### Signal wires on met2, run 1

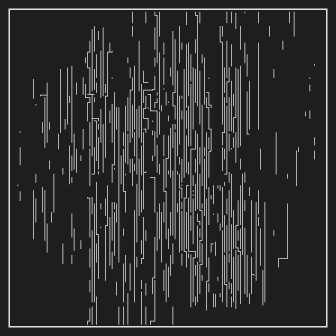
### Wire density map, run 1

The bar under the picture is 20 µm long. The die is cut into 13 by 13 equal tiles; black is low, pale yellow is high, scaled to the fullest tile. Values are wire area over tile area, all layers added.
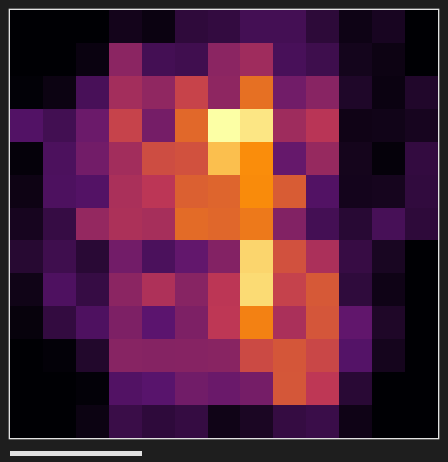
### Met1 routing, run 1

The bar under the picture is 20 µm long.
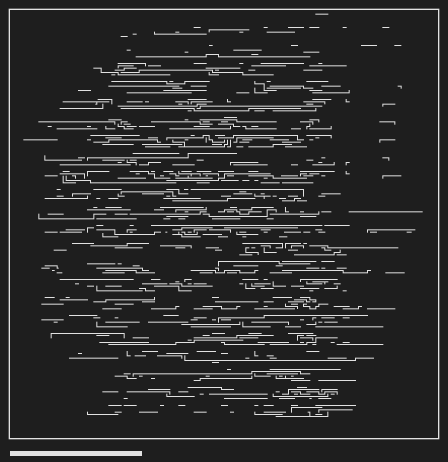
$ cat src/rtl/decoder_seq_pkg.sv
// Shared types for the sequenced one-hot decoder: load modes and FSM states.
package decoder_seq_pkg;

  // Load mode, sampled together with in_sel on an accepted load.
  typedef enum logic [1:0] {
    MODE_DIRECT  = 2'b00,
    MODE_SCAN_UP = 2'b01,
    MODE_SCAN_DN = 2'b10,
    MODE_HOLD    = 2'b11
  } mode_e;

  // Controller state. Encodings are fixed so older tooling that probes
  // the state register keeps reading the same values.
  typedef enum logic [1:0] {
    ST_IDLE   = 2'b00,
    ST_DIRECT = 2'b01,
    ST_SCAN   = 2'b10,
    ST_HOLD   = 2'b11
  } state_e;

endpackage

$ cat src/rtl/decoder_seq_n_onehot_dec.sv
// Combinational binary-to-one-hot decoder, also used by the legacy 4-to-16 path.
module onehot_dec #(
  parameter int SEL_W = 4
) (
  input  logic [SEL_W-1:0]      sel,
  output logic [(2**SEL_W)-1:0] out
);

  // Set exactly the bit addressed by sel.
  always_comb begin
    // NOTE: out gets a full default first so no path leaves it unassigned (no latch).
    out      = '0;
    out[sel] = 1'b1;
  end

endmodule

$ cat src/rtl/decoder_seq_n.sv
// Registered one-hot decoder with output enable, valid/ready load and
// autonomous up/down scanning with a programmable dwell per position.
module decoder_seq_n
  import decoder_seq_pkg::*;
#(
  parameter int SEL_W   = 4,
  parameter int DWELL_W = 8
) (
  input  logic                  clk,
  input  logic                  rst,
  input  logic                  en,
  input  logic                  in_valid,
  output logic                  in_ready,
  input  logic [SEL_W-1:0]      in_sel,
  input  logic [1:0]            mode,
  input  logic [DWELL_W-1:0]    dwell,
  output logic [(2**SEL_W)-1:0] out,
  output logic                  out_valid,
  output logic                  wrap
);

  localparam int OUT_W = 2**SEL_W;

  state_e               state, state_n;
  mode_e                mode_reg, mode_n;
  logic [SEL_W-1:0]     sel, sel_n;
  logic [DWELL_W-1:0]   dwell_reg, dwell_reg_n;
  logic [DWELL_W-1:0]   dwell_cnt, dwell_cnt_n;
  logic                 out_valid_n;
  logic                 wrap_n;
  logic                 boundary;
  logic                 load;
  logic                 scan_dn;
  logic [OUT_W-1:0]     dec;

  // Last dwell cycle of the current scan position; equality compare means
  // the counter never runs past dwell_reg.
  assign boundary = (dwell_cnt == dwell_reg);

  // Ready is a pure function of registered state: always open outside a
  // scan, and only on a position boundary while scanning.
  assign in_ready = (state != ST_SCAN) || boundary;
  assign load     = in_valid && in_ready;
  assign scan_dn  = (mode_reg == MODE_SCAN_DN);

  // Next-state logic: a load wins over a scan step, and only a step can wrap.
  always_comb begin
    state_n     = state;
    mode_n      = mode_reg;
    sel_n       = sel;
    dwell_reg_n = dwell_reg;
    dwell_cnt_n = dwell_cnt;
    out_valid_n = out_valid;
    wrap_n      = 1'b0;

    if (load) begin
      sel_n       = in_sel;
      dwell_cnt_n = '0;
      out_valid_n = 1'b1;
      unique case (mode_e'(mode))
        MODE_DIRECT: begin
          state_n     = ST_DIRECT;
          mode_n      = MODE_DIRECT;
          dwell_reg_n = dwell;
        end
        MODE_SCAN_UP, MODE_SCAN_DN: begin
          state_n     = ST_SCAN;
          mode_n      = mode_e'(mode);
          dwell_reg_n = dwell;
        end
        MODE_HOLD: begin
          // Freeze at in_sel; keep the stored direction and dwell.
          state_n = ST_HOLD;
        end
      endcase
    end else if (state == ST_SCAN) begin
      if (boundary) begin
        dwell_cnt_n = '0;
        if (scan_dn) begin
          sel_n  = sel - 1'b1;
          wrap_n = (sel == '0);
        end else begin
          sel_n  = sel + 1'b1;
          wrap_n = (sel == '1);
        end
      end else begin
        dwell_cnt_n = dwell_cnt + 1'b1;
      end
    end
  end

  // Decode the next select so out lines up with the sel/wrap update.
  onehot_dec #(
    .SEL_W (SEL_W)
  ) u_dec (
    .sel (sel_n),
    .out (dec)
  );

  // State and output registers; reset returns everything to idle at once.
  always_ff @(posedge clk or posedge rst) begin
    if (rst) begin
      state     <= ST_IDLE;
      mode_reg  <= MODE_DIRECT;
      sel       <= '0;
      dwell_reg <= '0;
      dwell_cnt <= '0;
      out_valid <= 1'b0;
      wrap      <= 1'b0;
      out       <= '0;
    end else begin
      // NOTE: non-blocking assignments so every register samples pre-edge values.
      state     <= state_n;
      mode_reg  <= mode_n;
      sel       <= sel_n;
      dwell_reg <= dwell_reg_n;
      dwell_cnt <= dwell_cnt_n;
      out_valid <= out_valid_n;
      wrap      <= wrap_n;
      out       <= (en && out_valid_n) ? dec : '0;
    end
  end

endmodule

$ cat config.mk
export PLATFORM = sky130hd
export DESIGN_NAME = decoder_seq_n
export DESIGN_NICKNAME = d
export VERILOG_FILES = /design/src/rtl/decoder_seq_pkg.sv /design/src/rtl/decoder_seq_n_onehot_dec.sv /design/src/rtl/decoder_seq_n.sv
export SDC_FILE = /design/constraint.sdc
export NUM_CORES = 1
export LEC_CHECK = 0
export ABC_AREA = 0
export CAP_MARGIN = 20
export CORE_UTILIZATION = 52
export DETAILED_ROUTE_END_ITERATION = 8
export PLACE_DENSITY = 0.87
export SLEW_MARGIN = 20
export SYNTH_ARGS = -nofsm -noshare
export SYNTH_HDL_FRONTEND = slang
export SYNTH_SLANG_ARGS = --single-unit
$ cat constraint.sdc
create_clock -name clk -period 2.8 [get_ports clk]
set_input_delay 0.7 -clock clk [delete_from_list [all_inputs] [get_ports clk]]
set_output_delay 0.7 -clock clk [all_outputs]
set_load 0.005 [all_outputs]
==> results.py, run 1 <==
# Synthesis and PnR figures
metrics = {
    "grt": {
        "first_pass_grt_wire_length_mm": 7.49,
    },
    "power_and_ir_drop": {
        "worst_ir_drop_vdd_uv": 537,
        "power.clock.fraction": 0.222,
        "switchingPower_mw": 0.959,
        "share_seq_of_total_power": 0.360,
    },
    "worst_setup_path": {
        "timing.critical_path.arrival_ns": 2.00,
        "r2r_end": "out[0]",
        "worst_ep_required_time_ns": 2.10,
        "start_kind": "flop",
        "timing.critical_path.to_type": "output pin",
        "timing.critical_path.slowest_cell_delay_ns": 0.49,
        "timing.rr.start": "dwell_cnt[4]",
        "slowest_cell_on_the_critical_path": "clkdlybuf4s50_1",
    },
    "finish": {
        "num-nonclk-inverters": 8,
        "final-seq-area_um2": 1050,
        "finish.utilization": 0.709,
        "non_clock_buffer_count": 44,
        "sequential_fraction_of_total_cell_area": 0.399,
        "layout-drive-gt1-share": 0.165,
        "num-multi-input-gates": 134,
        "seq_cell_count": 42,
        "flip_flop_count_of_the_largest_register_after_layout": 16,
        "net_count_reported_at_finish": 259,
    },
    "route": {
        "drt_drc_violations_left": 0,
        "drt.antenna.violating_nets": 0,
    },
    "clock_network": {
        "cts.root.buffer_cell": "clkbuf_8",
        "cts-root-to-sink-buffers": 2,
        "cts_resized": 1,
    },
    "final_timing": {
        "relSlewSlack": 0.563,
        "fmax_ghz": 0.370,
    },
    "place": {
        "port-buffer-count": 36,
        "pre_cts_ws_ns": 0.0447,
        "final_weighted_congestion_of_routability_driven_global_placement": 0.901,
        "placed_cells": 273,
    },
    "floorplan": {
        "coreArea_um2": 3720,
        "floorplanUtilization": 0.550,
        "dieHeight_um": 64.7,
    },
    "synth": {
        "synth_area_leader_cell": "dfrtp_1",
        "ys_sh_aoi": 0.105,
        "synthMostInstantiatedCell": "dfrtp_1",
        "synthesis.area_per_instance_um2": 10.8,
        "synth.area.mux_share": 0.0894,
        "synthDominantCellAreaShare": 0.514,
        "post_synth_and_or_nand_nor_area_fraction": 0.181,
    },
    "hold_path": {
        "timing.hold.worst.class": "reg2reg",
    },
    "run_status": {
        "outcome": "finished, final reports clean",
    },
}
Notes on 'Signal wires on met2' above:
The layer holds 50% of the routed length. The longest straight run is 31.6 µm. The wires run mostly vertical. The layer carries 2250 µm of wire.
total wire length: 4.53 mm
routed vias: 1632

Notes on 'Wire density map' above:
17% of the tiles are over half the peak. The densest ninth of the die: centre. The mean over all tiles is 0.18. The fullest tile reaches 0.67.
routed len/inst: 16.0 µm
overall global routing resource usage: 0.241

Notes on 'Met1 routing' above:
The layer carries 1890 µm of wire. The layer holds 42% of the routed length. 230 nets have wire on it. The wires run mostly horizontal.

run 1: per-layer routing:
metal,wire length (µm),global-route usage,share of wire,up-vias
met5,0,0,0,-
met4,80,0.0889,0.018,0
met3,306,0.0581,0.068,13
met2,2250,0.392,0.50,79
met1,1890,0.312,0.42,779
li1,-,-,-,761
run 1: worst min-delay path by stage:
stage	end	cells after the start	slack [ns]	from
2_1_floorplan	state[0]	2	0.46	state[0]
3_3_place_gp	state[0]	2	0.49	state[0]
6_report	mode_reg[0]	1	0.51	mode_reg[0]
3_5_place_dp	mode_reg[0]	1	0.50	mode_reg[0]
5_1_grt	mode_reg[0]	1	0.53	mode_reg[0]
4_1_cts	mode_reg[0]	1	0.51	mode_reg[0]
--- run 2 (diff from run 1) ---
--- a/config.mk
+++ b/config.mk
@@ -9,6 +9,8 @@
 export CAP_MARGIN = 20
 export CORE_UTILIZATION = 52
 export DETAILED_ROUTE_END_ITERATION = 8
+export GPL_ROUTABILITY_DRIVEN = 0
+export HOLD_SLACK_MARGIN = 0.05
 export PLACE_DENSITY = 0.87
 export SLEW_MARGIN = 20
 export SYNTH_ARGS = -nofsm -noshare
==> results.py, run 2 <==
# Synthesis and PnR figures
metrics = {
    "run_status": {
        "outcome": "finished, final reports clean",
    },
    "worst_setup_path": {
        "start_kind": "flop",
        "timing.critical_path.arrival_ns": 2.00,
        "timing.critical_path.slowest_cell_delay_ns": 0.49,
        "timing.critical_path.to_type": "output pin",
        "r2r_end": "out[0]",
        "slowest_cell_on_the_critical_path": "clkdlybuf4s50_1",
    },
    "power_and_ir_drop": {
        "switchingPower_mw": 0.959,
        "power.internal_mw": 1.69,
        "worst_ir_drop_vdd_uv": 537,
        "power.clock.fraction": 0.222,
    },
    "clock_network": {
        "cts-root-to-sink-buffers": 2,
        "cts.root.buffer_cell": "clkbuf_8",
        "cts_resized": 1,
    },
    "route": {
        "route.final.wire_length_mm": 4.53,
        "drt_drc_violations_left": 0,
        "via_count": 1632,
        "drt.antenna.violating_nets": 0,
    },
    "finish": {
        "flip_flop_count_of_the_largest_register_after_layout": 16,
        "layout-drive-gt1-share": 0.165,
    },
    "synth": {
        "post_synth_and_or_nand_nor_area_fraction": 0.181,
        "synthDominantCellAreaShare": 0.514,
        "synthesis.area_per_instance_um2": 10.8,
        "synth.area.mux_share": 0.0894,
        "synth_area_leader_cell": "dfrtp_1",
        "ys_sh_aoi": 0.105,
        "synthMostInstantiatedCell": "dfrtp_1",
    },
    "final_timing": {
        "fmax_ghz": 0.370,
        "relSlewSlack": 0.563,
    },
    "floorplan": {
        "dieHeight_um": 64.7,
    },
    "hold_path": {
        "min-delay-start": "mode_reg[0]",
        "timing.hold.worst_path_depth": 1,
        "timing.hold.worst.class": "reg2reg",
        "hold_path_endpoint": "mode_reg[0]",
    },
    "place": {
        "pre_cts_ws_ns": 0.0447,
        "port-buffer-count": 36,
        "placed_cells": 273,
    },
    "grt": {
        "groute.usage.overall": 0.241,
    },
}
## run 2: cell counts in the layout (fill, tap and decap cells not counted)
No cell type changed its count.
## run 2: per-layer routing
metal  up-vias  track usage  wire length, µm
li1        761            -                -
met1       779        0.312             1890
met2        79        0.392             2250
met3        13       0.0581              306
met4         0       0.0889               80
met5         -            0                0
## run 2: cell type report
type | count | area [µm²]
Fill cell | 270 | 1080
Sequential cell | 42 | 1050
Multi-Input combinational cell | 134 | 932
Timing Repair Buffer | 44 | 420
Clock buffer | 6 | 82.6
Clock inverter | 2 | 60.1
Tap cell | 48 | 60.1
Inverter | 8 | 30.0
## run 2: cell families after synthesis
family / after synthesis
xor gates and xnor gates: 10
DFF: 42
AOI/OAI and AO/OA: 30
and+or+nand+nor: 72
buffers and inverters: 14
muxes: 16
adders and majority gates: 6
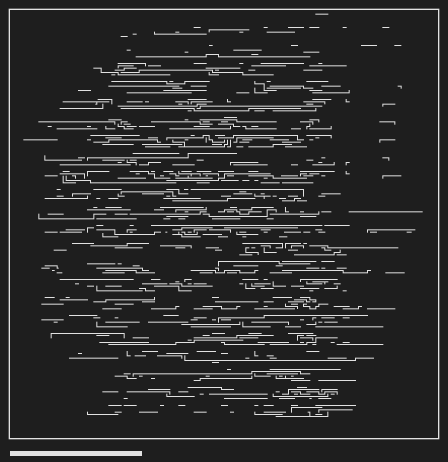
*Met1 routing, run 2*
The bar under the picture is 20 µm long.
The layer holds 42% of the routed length. 230 nets have wire on it.

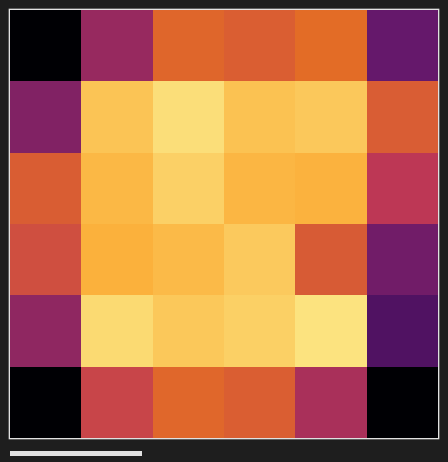
*Cell area per tile, run 2*
The bar under the picture is 20 µm long. The die is cut into 6 by 6 equal tiles; black is low, pale yellow is high, 0 to 100% covered.
The densest ninth of the die: centre. The fullest tile reaches 94%. 8.3% of the tiles are nearly empty. 42% of the tiles are over 75% full.
core region area: 3720 µm²
starting utilization of the core area: 0.550
final core utilization: 0.709

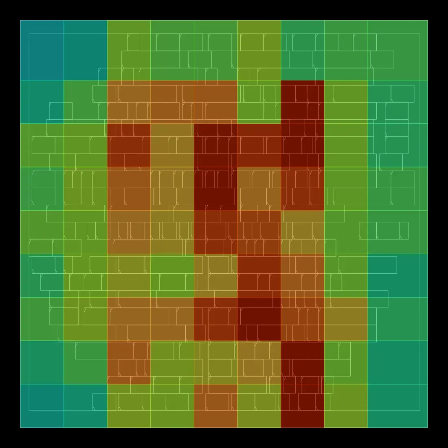
*Routing congestion, run 2*
global routing's busiest layer: met2
GRT met3 Usage: 0.0581
global routing usage on met2: 0.392

--- run 3 (diff from run 2) ---
--- a/config.mk
+++ b/config.mk
@@ -7,6 +7,7 @@
 export LEC_CHECK = 0
 export ABC_AREA = 0
 export CAP_MARGIN = 20
+export CORE_ASPECT_RATIO = 0.5
 export CORE_UTILIZATION = 52
 export DETAILED_ROUTE_END_ITERATION = 8
 export GPL_ROUTABILITY_DRIVEN = 0
==> results.py, run 3 <==
# Synthesis and PnR figures
metrics = {
    "run_status": {
        "outcome": "finished, final reports clean",
    },
    "synth": {
        "post_synth_and_or_nand_nor_area_fraction": 0.181,
        "synthDominantCellAreaShare": 0.514,
        "synth_area_leader_cell": "dfrtp_1",
        "post_synth_most_frequent_cells": "dfrtp_1, nor3_1, mux2_2, nand2_1, o21ai_0",
        "ys_sh_aoi": 0.105,
        "synthesis.area_per_instance_um2": 10.8,
        "synthMostInstantiatedCell": "dfrtp_1",
        "synth.area.mux_share": 0.0894,
    },
    "grt": {
        "groute.usage.overall": 0.210,
        "busiest_layer": "met2",
        "grt_use_met3": 0.0545,
        "global_routing_usage_on_met2": 0.362,
        "global_route.usage.met1": 0.249,
    },
    "power_and_ir_drop": {
        "switchingPower_mw": 0.933,
        "combPwrFrac": 0.450,
        "power.density_cell_area_nw_per_um2": 938,
        "worst_ir_drop_vdd_uv": 404,
    },
    "worst_setup_path": {
        "timing.rr.start": "dwell_cnt[0]",
        "timing.critical_path.arrival_ns": 2.01,
        "r2r_end": "out[8]",
        "timing.critical_path.to_type": "output pin",
        "start_kind": "flop",
    },
    "clock_network": {
        "clkLatencyLatePin_ns": 0.30,
        "cts_resized": 1,
        "cts-root-to-sink-buffers": 2,
    },
    "hold_path": {
        "min-delay-start": "dwell_cnt[7]",
        "timing.hold.worst_path_depth": 1,
    },
    "final_timing": {
        "finalSetupTns_ns": 0,
        "fmax_ghz": 0.369,
        "whs_ns": 0.512,
        "timing.final.setup_violations": 0,
        "relSlewSlack": 0.653,
    },
    "route": {
        "maxUsedRoutingLayer": "met4",
        "m1WireLength_mm": 1.75,
        "drt.antenna.violating_nets": 0,
        "drt_drc_violations_left": 0,
        "met3RoutedLength_um": 284,
    },
    "floorplan": {
        "dieHeight_um": 46.3,
    },
    "place": {
        "port-buffer-count": 36,
        "pre_cts_ws_ns": 0.188,
    },
    "finish": {
        "flip_flop_count_of_the_largest_register_after_layout": 16,
        "antenna_cells_inserted": 0,
        "fill_cells": 235,
        "most-common-layout-cells": "dfrtp_1, clkdlybuf4s50_1, nor3_1",
    },
}
run 3: layout make-up:
cell class / count / area [µm²] / share of cell area
clock buffers: 6 / 82.6 / 0.0313
clock inverters: 2 / 12.5 / 0.00475
inverters: 8 / 30.0 / 0.0114
multi-input cells: 134 / 960 / 0.364
flip-flops and latches: 42 / 1050 / 0.399
well taps: 51 / 63.8 / 0.0242
repair buffers: 46 / 435 / 0.165
run 3: metrics by stage:
stage	cell area [µm²]	cells
3_3_place_gp	2480	277
2_1_floorplan	2040	190
6_report	2640	289
3_5_place_dp	2480	277
5_1_grt	2640	289
4_1_cts	2580	285
run 3: critical path, cell delays in order, from the launching register on:
cell and delay, ns:
dfrtp_1 0.45, xnor2_1 0.16, nand4_1 0.23, nor2_4 0.22
nor2_2 0.09, inv_2 0.08, clkdlybuf4s50_1 0.49
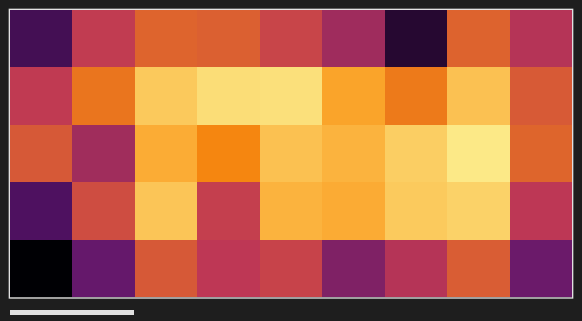
*Cell area per tile, run 3*
The bar under the picture is 20 µm long. The die is cut into 9 by 5 equal tiles; black is low, pale yellow is high, 0 to 100% covered.
The emptiest ninth of the die: south-west. The fullest tile reaches 95%. 33% of the tiles are over 75% full. 2.2% of the tiles are nearly empty. The mean over all tiles is 61%.
final core utilization: 0.735
core region area: 3580 µm²
starting utilization of the core area: 0.570

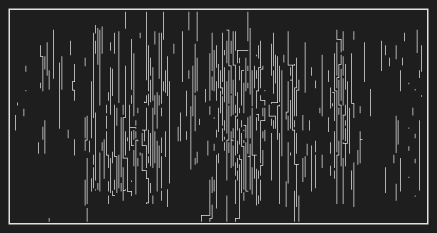
*Signal wires on met2, run 3*
217 nets have wire on it. The longest straight run is 22.1 µm. The layer holds 48% of the routed length. The layer carries 1930 µm of wire.

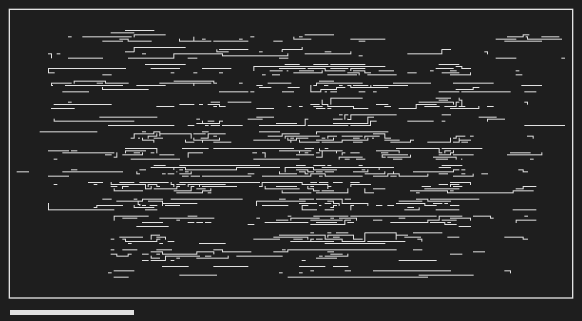
*Met1 routing, run 3*
The bar under the picture is 20 µm long.
226 nets have wire on it. The layer holds 43% of the routed length. The layer carries 1750 µm of wire. The wires run mostly horizontal.
routed vias: 1590
total wire length: 4.05 mm

